## src/rtl/decoder_proj_pkg.sv

```systemverilog
// Shared types and constants for the decoder_proj input path.
// Holds the code width, presenter FSM states and a counter sizing helper.
package decoder_proj_pkg;

    localparam int DECODER_CODE_W = 7;

    typedef enum logic {
        IDLE    = 1'b0,
        PRESENT = 1'b1
    } state_t;

    // Bits needed to count 0..depth-1; never less than one.
    function automatic int cnt_width(input int depth);
        return (depth > 1) ? $clog2(depth) : 1;
    endfunction

endpackage

```

## src/rtl/sync_chain.sv

```systemverilog
// Per-bit flop chain for bringing asynchronous inputs into a clock domain.
// Resets asynchronously to zero; q is the last stage.
module sync_chain #(
    parameter int WIDTH  = 1,
    parameter int STAGES = 2
) (
    input  logic             clock,
    input  logic             reset_n,
    input  logic [WIDTH-1:0] d,
    output logic [WIDTH-1:0] q
);

    logic [STAGES-1:0][WIDTH-1:0] chain;

    always_ff @(posedge clock or negedge reset_n) begin
        if (!reset_n) begin
            chain <= '0;
        end else begin
            chain <= {chain[STAGES-2:0], d};
        end
    end

    assign q = chain[STAGES-1];

endmodule

```

## src/rtl/decoder_in_conditioner.sv

```systemverilog
// Synchronises and debounces the decoder pad bus, then presents each new
// stable code over valid/ready, flagging codes dropped while busy.
module decoder_in_conditioner
    import decoder_proj_pkg::*;
#(
    parameter int WIDTH       = DECODER_CODE_W,
    parameter int SYNC_STAGES = 2,
    parameter int DEBOUNCE    = 4
) (
    input  logic             clock,
    input  logic             reset_n,
    input  logic [WIDTH-1:0] io_in,
    output logic [WIDTH-1:0] code_o,
    output logic             code_valid_o,
    input  logic             code_ready_i,
    output logic             overrun_o,
    input  logic             clear_overrun_i
);

    localparam int CW = cnt_width(DEBOUNCE);
    localparam logic [CW-1:0] CNT_MAX = CW'(DEBOUNCE - 1);

    logic [WIDTH-1:0] sync;
    logic [WIDTH-1:0] cand;
    logic [WIDTH-1:0] last;
    logic [CW-1:0]    cnt;
    logic             stable;
    logic             code_evt;
    state_t           state_q;
    state_t           state_d;
    logic             load_code;
    logic             set_ovr;

    sync_chain #(
        .WIDTH  (WIDTH),
        .STAGES (SYNC_STAGES)
    ) u_sync (
        .clock   (clock),
        .reset_n (reset_n),
        .d       (io_in),
        .q       (sync)
    );

    always_ff @(posedge clock or negedge reset_n) begin
        if (!reset_n) begin
            cand <= '0;
            cnt  <= '0;
        end else if (sync != cand) begin
            cand <= sync;
            cnt  <= '0;
        end else if (cnt != CNT_MAX) begin
            cnt <= cnt + CW'(1);
        end
    end

    assign stable   = (sync == cand) && (cnt == CNT_MAX);
    assign code_evt = stable && (cand != last);

    // last moves on every event, even a dropped one, so each value fires once
    always_ff @(posedge clock or negedge reset_n) begin
        if (!reset_n) begin
            last <= '0;
        end else if (code_evt) begin
            last <= cand;
        end
    end

    always_ff @(posedge clock or negedge reset_n) begin
        if (!reset_n) begin
            state_q <= IDLE;
        end else begin
            state_q <= state_d;
        end
    end

    always_comb begin
        state_d   = state_q;
        load_code = 1'b0;
        set_ovr   = 1'b0;
        unique case (state_q)
            IDLE: begin
                if (code_evt) begin
                    load_code = 1'b1;
                    state_d   = PRESENT;
                end
            end
            PRESENT: begin
                if (code_ready_i) begin
                    if (code_evt) begin
                        load_code = 1'b1;
                    end else begin
                        state_d = IDLE;
                    end
                end else if (code_evt) begin
                    set_ovr = 1'b1;
                end
            end
        endcase
    end

    always_comb begin
        code_valid_o = (state_q == PRESENT);
    end

    always_ff @(posedge clock or negedge reset_n) begin
        if (!reset_n) begin
            code_o <= '0;
        end else if (load_code) begin
            code_o <= cand;
        end
    end

    // a fresh drop outranks a clear arriving on the same edge
    always_ff @(posedge clock or negedge reset_n) begin
        if (!reset_n) begin
            overrun_o <= 1'b0;
        end else if (set_ovr) begin
            overrun_o <= 1'b1;
        end else if (clear_overrun_i) begin
            overrun_o <= 1'b0;
        end
    end

endmodule

```

## config.mk

```make
export PLATFORM = sky130hd
export DESIGN_NAME = decoder_in_conditioner
export DESIGN_NICKNAME = d
export VERILOG_FILES = /design/src/rtl/decoder_proj_pkg.sv /design/src/rtl/sync_chain.sv /design/src/rtl/decoder_in_conditioner.sv
export SDC_FILE = /design/constraint.sdc
export NUM_CORES = 1
export LEC_CHECK = 0
export CORE_ASPECT_RATIO = 0.9
export CORE_MARGIN = 8
export CORE_UTILIZATION = 24
export CTS_CLUSTER_DIAMETER = 150
export DETAILED_ROUTE_END_ITERATION = 7
export GPL_TIMING_DRIVEN = 0
export PLACE_DENSITY = 0.48
export SKIP_LAST_GASP = 1
export SLEW_MARGIN = 15
export SYNTH_ARGS = -nofsm -noshare
export SYNTH_HDL_FRONTEND = slang
export SYNTH_SLANG_ARGS = --single-unit
```

## constraint.sdc

```tcl
create_clock -name clock -period 2.4 [get_ports clock]
set_input_delay 0.72 -clock clock [delete_from_list [all_inputs] [get_ports clock]]
set_output_delay 0.72 -clock clock [all_outputs]
set_load 0.1 [all_outputs]
```

density.png
Bar = 20 um. 10 x 9 tiles, from black (low) to pale yellow (high), 0 to 100% covered.
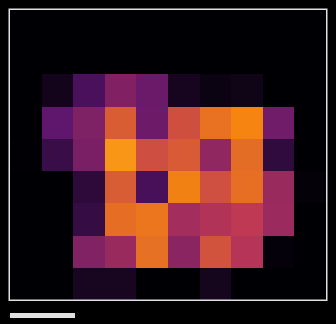
The densest ninth of the die: middle. The emptiest ninth of the die: top right. 49% of the tiles are nearly empty. The fullest tile reaches 77%.
fin util: 0.3215
total core area: 5693 um^2
FP Util: 0.2501

pdn.png
Bar = 20 um. Pins as bars on the die edge.
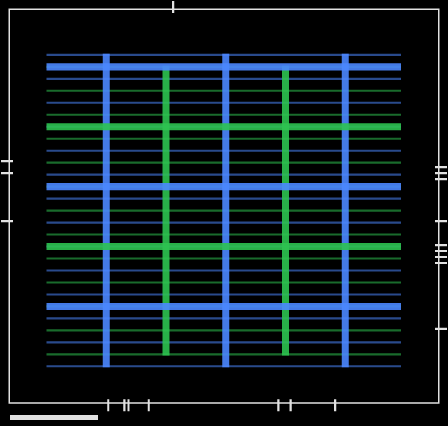
VDD: in green. VSS: in blue.
5 straps on met4. The core has 26 rows. 5 straps on met5.

final_congestion.png
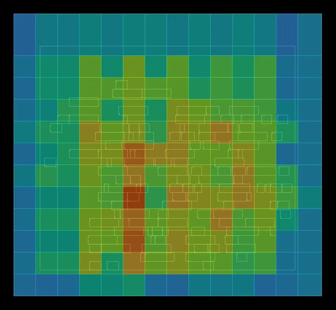
grt met2 use: 0.09275
GR Util met1: 0.06615
gr busiest metal: met2
met3 Usage GRT: 0.02318
WL per Instance: 11.63 um

[cells by family after synthesis]
logic type / count (synthesis) / share of synthesized area
flops: 39 / 0.6854
xor+xnor: 15 / 0.09227
compound gates: 3 / 0.02813
mux: 15 / 0.1177
buf+inv: 9 / 0.02900
simple gates: 10 / 0.03867
fa+ha+maj: 1 / 0.008786
[state kept, by name, summed over array words and instances (netlist names)]
register / count
cnt: 2
overrun_o: 1
last: 7
u_sync.q: 7
code_o: 7
u_sync.chain: 7
cand: 7
code_valid_o: 1
[what timing repair did]
item                                    4_1_cts  5_1_grt
endpoints found under the hold margin         0        0
gates resized                                 9        0
endpoints found under the setup margin        9        0
==> results.sh <==
# flow metrics
export IMPL_cts_buffers=5
export IMPL_p_switching_mw=0.2469
export IMPL_yosys_stat_cells=92
export IMPL_pg_seq_mw=0.689
export IMPL_io_buffers=19
export IMPL_antenna_found_initial=0
export IMPL_power_internal_mw=1.042
export IMPL_drv_slew=0
export IMPL_avgSynthCellArea_um2=15.48
export IMPL_ant_nets=0
export IMPL_ctsHoldBuffers=0
export IMPL_nWellTaps=70
export IMPL_top_area_cell_class="flip-flops and latches"
export IMPL_routed_top_layer="met4"
export IMPL_setup_viol=0
export IMPL_status="finished, final reports clean"
export IMPL_hold_end="u_sync.q[5]$_DFF_PN0_"
export IMPL_die_area_um2=8657
export IMPL_logic_gate_count=44
export IMPL_slew_headroom=0.3594
export IMPL_rr_endpoint="code_o[5]$_DFFE_PN0P_"
export IMPL_fin_area_um2=1831
export IMPL_met2_wirelength_um=1026
export IMPL_drv_cap=0
export IMPL_p_leak_nw=0.8705
export IMPL_rsz0062_at_grt="no"
export IMPL_worst_path_buf_inv=1
export IMPL_seq_area_um2=975.9
export IMPL_seq_share=0.5331
export IMPL_nonClockBufferCount=28
export IMPL_yosys_warnings=0
export IMPL_die_x_um=97.19
export IMPL_yosysUniqueCellTypes=19
export IMPL_grt_first_pass_wirelength_um=4091
export IMPL_postPlaceCellArea_um2=1724
export IMPL_layout_top_cell="dfrtp_1"
export IMPL_bufAreaShareNonClock=0.1306
export IMPL_clkbuf_count=6
export IMPL_p_comb_frac=0.043
export IMPL_clk_pin_slew_ns=0.07
export IMPL_mostFrequentLayoutCells="dfrtp_1, mux2_2, xor2_1, clkdlybuf4s50_1, dlygate4sd2_1"
export IMPL_endpoint="code_o[0]"
export IMPL_r2r_slack_ns=0.49
export IMPL_totalWireLength_um=2210
export IMPL_cp_startpoint="code_o[0]$_DFFE_PN0P_"
export IMPL_ir_drop_v=0.0002352
export IMPL_clk_latency_ns=0.28
export IMPL_dp_cells=182
export IMPL_common_cells="dfrtp_1, mux2_2, xor2_1"
